Fig. 1: a small window of the routed layout
Region (63, 63) to (83, 83) um. Cells in grey, sequential cells in the stronger grey; small squares are vias.
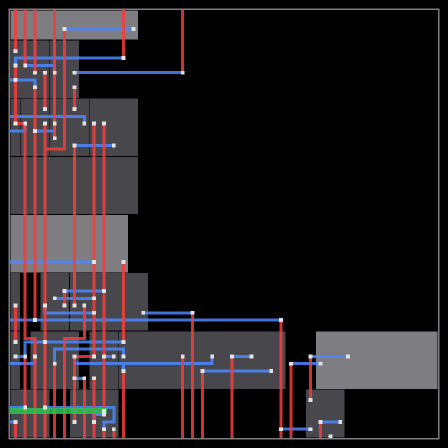
Fig. 2: I/O nets highlighted
(4 px per um)
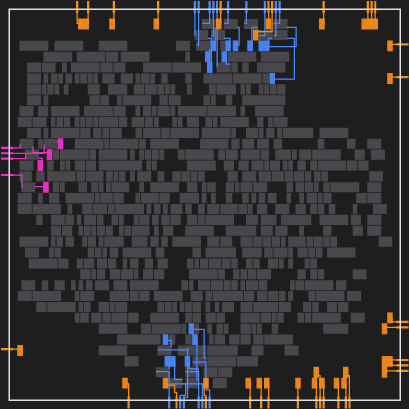
Fig. 3: the metal 2 layer
(4 px per um) Cells faint in the background.
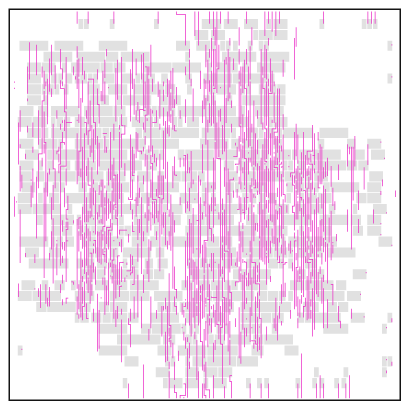
==> src/rtl/seq_gen_traffic_ctrl.sv <==
`default_nettype none
// +----------------------------------------------------------------------------+
// | Module  : seq_gen_traffic_ctrl                                             |
// | Brief   : Sequencer driving an address and a data random_seq_gen through  |
// |           fixed-length bursts with idle gaps over a valid/ready interface. |
// |           Optional stall counter under SEQ_GEN_TRAFFIC_CTRL_STATS_EN.      |
// | Revision: 1.0 - initial release                                            |
// +----------------------------------------------------------------------------+
module seq_gen_traffic_ctrl #(
   parameter int unsigned NUM_XACT_WIDTH  = 16,
   parameter int unsigned BURST_LEN_WIDTH = 8,
   parameter int unsigned IDLE_GAP_WIDTH  = 4
) (
   input  logic                       i_clk,
   input  logic                       i_reset_n,
   input  logic                       i_go,
   input  logic                       i_stop,
   input  logic [NUM_XACT_WIDTH-1:0]  i_num_xact,
   input  logic [BURST_LEN_WIDTH-1:0] i_burst_len,
   input  logic [IDLE_GAP_WIDTH-1:0]  i_idle_gap,
   input  logic                       i_ready,
   output logic                       o_gen_start,
   output logic                       o_addr_enable,
   output logic                       o_data_enable,
   output logic                       o_valid,
   output logic                       o_last,
   output logic                       o_busy,
   output logic                       o_done,
   output logic [NUM_XACT_WIDTH-1:0]  o_xact_count,
   output logic [31:0]                o_stall_cycles
);

   typedef enum logic [2:0] {
      S_IDLE = 3'd0,
      S_INIT = 3'd1,
      S_SEND = 3'd2,
      S_GAP  = 3'd3,
      S_DONE = 3'd4
   } state_t;

   state_t                     r_state;
   logic                       r_go_d;
   logic [NUM_XACT_WIDTH-1:0]  r_num_xact;
   logic [BURST_LEN_WIDTH-1:0] r_burst_len;
   logic [IDLE_GAP_WIDTH-1:0]  r_idle_gap;
   logic [BURST_LEN_WIDTH-1:0] r_beat_cnt;
   logic [IDLE_GAP_WIDTH-1:0]  r_gap_cnt;
   logic [NUM_XACT_WIDTH-1:0]  r_xact_count;
   logic                       r_stop_pending;
   logic                       r_gen_start;
   logic                       r_valid;
   logic                       r_busy;
   logic                       r_done;

   logic                       w_hs;
   logic                       w_last;
   logic [NUM_XACT_WIDTH-1:0]  w_count_inc;
   logic                       w_final;

   assign w_hs        = r_valid & i_ready;
   assign w_last      = (r_beat_cnt == r_burst_len);
   assign w_count_inc = r_xact_count + NUM_XACT_WIDTH'(1);
   assign w_final     = (r_num_xact != '0) && (w_count_inc == r_num_xact);

   // Generator enables follow the handshake directly so their outputs
   // advance on the same edge that consumes the beat.
   assign o_data_enable = w_hs;
   assign o_addr_enable = w_hs & w_last;
   assign o_valid       = r_valid;
   assign o_last        = r_valid & w_last;
   assign o_gen_start   = r_gen_start;
   assign o_busy        = r_busy;
   assign o_done        = r_done;
   assign o_xact_count  = r_xact_count;

   always_ff @(posedge i_clk) begin
      if (!i_reset_n) begin
         r_state        <= S_IDLE;
         // Track i_go through reset so a level held across reset is not an edge.
         r_go_d         <= i_go;
         r_num_xact     <= '0;
         r_burst_len    <= '0;
         r_idle_gap     <= '0;
         r_beat_cnt     <= '0;
         r_gap_cnt      <= '0;
         r_xact_count   <= '0;
         r_stop_pending <= 1'b0;
         r_gen_start    <= 1'b0;
         r_valid        <= 1'b0;
         r_busy         <= 1'b0;
         r_done         <= 1'b0;
      end else begin
         r_go_d      <= i_go;
         r_gen_start <= 1'b0;
         case (r_state)
            S_IDLE: begin
               if (i_go && !r_go_d) begin
                  r_num_xact  <= i_num_xact;
                  r_burst_len <= i_burst_len;
                  r_idle_gap  <= i_idle_gap;
                  r_gen_start <= 1'b1;
                  r_busy      <= 1'b1;
                  r_state     <= S_INIT;
               end
            end
            S_INIT: begin
               r_xact_count   <= '0;
               r_beat_cnt     <= '0;
               r_stop_pending <= 1'b0;
               r_valid        <= 1'b1;
               r_state        <= S_SEND;
            end
            S_SEND: begin
               if (i_stop) begin
                  r_stop_pending <= 1'b1;
               end
               if (w_hs) begin
                  if (w_last) begin
                     r_beat_cnt <= '0;
                     if (r_xact_count != '1) begin
                        r_xact_count <= w_count_inc;
                     end
                     if (w_final || r_stop_pending || i_stop) begin
                        r_valid <= 1'b0;
                        r_done  <= 1'b1;
                        r_state <= S_DONE;
                     end else if (r_idle_gap != '0) begin
                        r_valid   <= 1'b0;
                        r_gap_cnt <= r_idle_gap;
                        r_state   <= S_GAP;
                     end
                  end else begin
                     r_beat_cnt <= r_beat_cnt + BURST_LEN_WIDTH'(1);
                  end
               end
            end
            S_GAP: begin
               if (i_stop) begin
                  r_done  <= 1'b1;
                  r_state <= S_DONE;
               end else if (r_gap_cnt == IDLE_GAP_WIDTH'(1)) begin
                  r_valid <= 1'b1;
                  r_state <= S_SEND;
               end else begin
                  r_gap_cnt <= r_gap_cnt - IDLE_GAP_WIDTH'(1);
               end
            end
            S_DONE: begin
               if (!i_go) begin
                  r_done  <= 1'b0;
                  r_busy  <= 1'b0;
                  r_state <= S_IDLE;
               end
            end
            default: begin
               r_state <= S_IDLE;
            end
         endcase
      end
   end

`ifdef SEQ_GEN_TRAFFIC_CTRL_STATS_EN
   logic [31:0] r_stall_cycles;

   always_ff @(posedge i_clk) begin
      if (!i_reset_n) begin
         r_stall_cycles <= '0;
      end else if (r_state == S_INIT) begin
         r_stall_cycles <= '0;
      end else if (r_valid && !i_ready && (r_stall_cycles != '1)) begin
         r_stall_cycles <= r_stall_cycles + 32'd1;
      end
   end

   assign o_stall_cycles = r_stall_cycles;
`else
   assign o_stall_cycles = 32'd0;
`endif

endmodule
`default_nettype wire

==> config.mk <==
export PLATFORM = sky130hd
export DESIGN_NAME = seq_gen_traffic_ctrl
export DESIGN_NICKNAME = d
export VERILOG_FILES = /design/src/rtl/seq_gen_traffic_ctrl.sv
export SDC_FILE = /design/constraint.sdc
export NUM_CORES = 1
export LEC_CHECK = 0
export CAP_MARGIN = 20
export CORE_MARGIN = 1.5
export CORE_UTILIZATION = 45
export DETAILED_ROUTE_END_ITERATION = 16
export GPL_ROUTABILITY_DRIVEN = 0
export PLACE_DENSITY = 0.79
export SLEW_MARGIN = 40
export SYNTH_ARGS = -nofsm -noshare
export SYNTH_HDL_FRONTEND = slang
export SYNTH_SLANG_ARGS = --single-unit
==> constraint.sdc <==
create_clock -name i_clk -period 2.82 [get_ports i_clk]
set_input_delay 0.846 -clock i_clk [delete_from_list [all_inputs] [get_ports i_clk]]
set_output_delay 0.846 -clock i_clk [all_outputs]
set_load 0.02 [all_outputs]
==> flow_summary.toml <==
# implementation run metrics
[route]
top_layer = "met4"
drtIter0Drc = 207
wl_met3_um = 637
remaining_drc_errors = 0
wl_met1_um = 4176
wl_per_cell_um = 14.13

[clock_network]
clk_path_buf_depth = 2
cts-hold-fix-buffers = 0
cts-buffers-inserted = 9
htreeDepth = 3
cts-root-buf = "clkbuf_8"
path_clk_slew_ns = 0.07

[synthesis]
netlist.area_leader.share_pct = 32.48
simple_gate_area_share_pct = 30.36
synthTopLogicFamily = "simple AND/OR/NAND/NOR gates"
ys_seq_share_pct = 32.48
edf_count = 0
synthAdderAreaFrac_pct = 1.249
yosysWarnings = 0
numSynthFlops = 65
mux_share_pct = 2.280
syn_inst = 523
ys_async_sr_fraction_pct = 0
yosys_cells = 523
synthDistinctLibCells = 54
synth.top_cells.by_area = "dfxtp_1 (32%), nand2_1 (8.3%), a21oi_1 (6.9%), buf_4 (6.0%), xnor2_1 (4.6%)"
ys_area_um2 = 4006

[timing]
fmax_mhz = 364.6
worst_slew_pin_slew_ns = 0.5489
slew_violations = 0
finalSetupViolations = 0
slew_headroom_pct = 63.07
skew_ns = 0.006908

[finish]
syn_to_final_growth_pct = 24.08
register_area_um2 = 1303
buf_share_pct = 16.39
comb_share_pct = 49.06
nMultiInputCombCells = 419
nets = 633
buffers = 91
nFillCells = 809
lay_top_count = "nand2_1"

[run_status]
status = "complete, no violations"

[min_path]
hp-class = "flip-flop to flip-flop"
hold_end = "r_burst_len[5]$_SDFFE_PN0P_"
whs_path_depth = 2

[global_route]
grt_max_degree = 27
grt_pass1_wl_um = 16730

[worst_setup_path]
rr_startpoint = "o_xact_count[0]$_SDFFE_PN0P_"
cp_max_fo = 2
cp-end-kind = "output pin"
cp_data_required_time_ns = 1.97
ff2ff_setup_slack_ns = 0.13
r2r.worst_path.cells = 8

[pwr]
power.leakage_nw = 1.878
ir_worst_vdd_mv = 0.4022
total_power_w = 0.003008
power_density_nw_per_um2 = 605.0

[placed_design]
placed_cells = 691

[floorplanning]
coreArea_um2 = 8678
fp.dieH_um = 97.36
fp_util_pct = 46.16
num_tap_cells = 108
die_area_um2 = 9478

[run]
warnings = 27
Notes on Fig. 1 above:
- metal 1: blue
- metal 2: red
- metal 3: green
- sequential cells in the window: 3
- cells with their middle in the window: 17
- netlist names of flops here include: r_num_xact (2), o_xact_count (1)
- most frequent: nand2_1 (3), a21oi_1 (3), dfxtp_1 (3)

Notes on Fig. 2 above:
- i_idle_gap: magenta (direction input; edge left; end cells 4; buffers 4; wire 38.5 um)
- o_stall_cycles: orange (direction output; edge 13 bottom, 11 top, 7 right, 1 left; end cells 32; buffers 0; wire 117 um)
- i_num_xact: blue (direction input; edge 10 top, 6 bottom; end cells 16; buffers 16; wire 238 um)
I/O pin total: 88
input/output buffers: 55

Notes on Fig. 3 above:
- main direction: vertical
- longest straight run: 37.4 um
- nets with wire on the layer: 545
WL final: 10020 um
met2 global-route usage: 37.65%
routed via count: 3877

[where the power goes]
| part | switching (W) | internal, W |
|---|---|---|
| clock network | 0.000394 | 0.000592 |
| logic | 0.000536 | 0.000378 |
| registers | 0.000110 | 0.000998 |
[synth_stat cells (2+ instances only)]
library cell  count
nor2b_1           6
clkbuf_1         18
nand3_1          14
nand2_1          89
a21o_1            4
o32ai_1           2
nor3_1            7
o21ai_1          13
nand3_4           2
and2_1            4
or3b_1            3
a22oi_1           4
nor4_2            2
a21oi_1          55
nor4_4            3
dfxtp_1          65
nand4_4           2
ha_1              4
nand3b_1          4
nand2b_1         12
and3_1            4
nand4_1          10
o31ai_1           3
xor2_1           10
nor4_1            6
o21a_1            3
nor2_1           41
mux2i_1           8
o21bai_1          2
a31oi_1           7
o21ai_0          14
or4_1             3
inv_1             9
or3_1             8
buf_4            32
buf_2            10
xnor2_1          21
or2_1             3
[critical path, stage by stage]
cell and delay, ns:
clkdlybuf4s50_1 0.46, nand2_1 0.08, buf_4 0.14, inv_1 0.07
clkdlybuf4s15_1 0.30
[timing repair]
| item | in CTS | in global routing |
|---|---|---|
| setup endpoints to repair | 3 | 5 |
| resized | 4 | 6 |
| setup buffers | 2 | 0 |
| pin swaps | 2 | 0 |
[stage by stage]
stage          cell area, um2  utilization, %
4_1_cts                  4967           57.24
2_1_floorplan            4123               -
5_1_grt                  4971           57.28
3_5_place_dp             4711           54.28
6_report                 4971           57.28
3_3_place_gp             4711           54.28
[layer usage]
| layer | track usage, % | vias to the layer above |
|---|---|---|
| met5 | 0 | - |
| met4 | 8.791 | 0 |
| met3 | 3.741 | 20 |
| met2 | 37.65 | 171 |
| met1 | 25.72 | 1793 |
| li1 | - | 1893 |
Power is estimated from default activity; no workload was simulated.
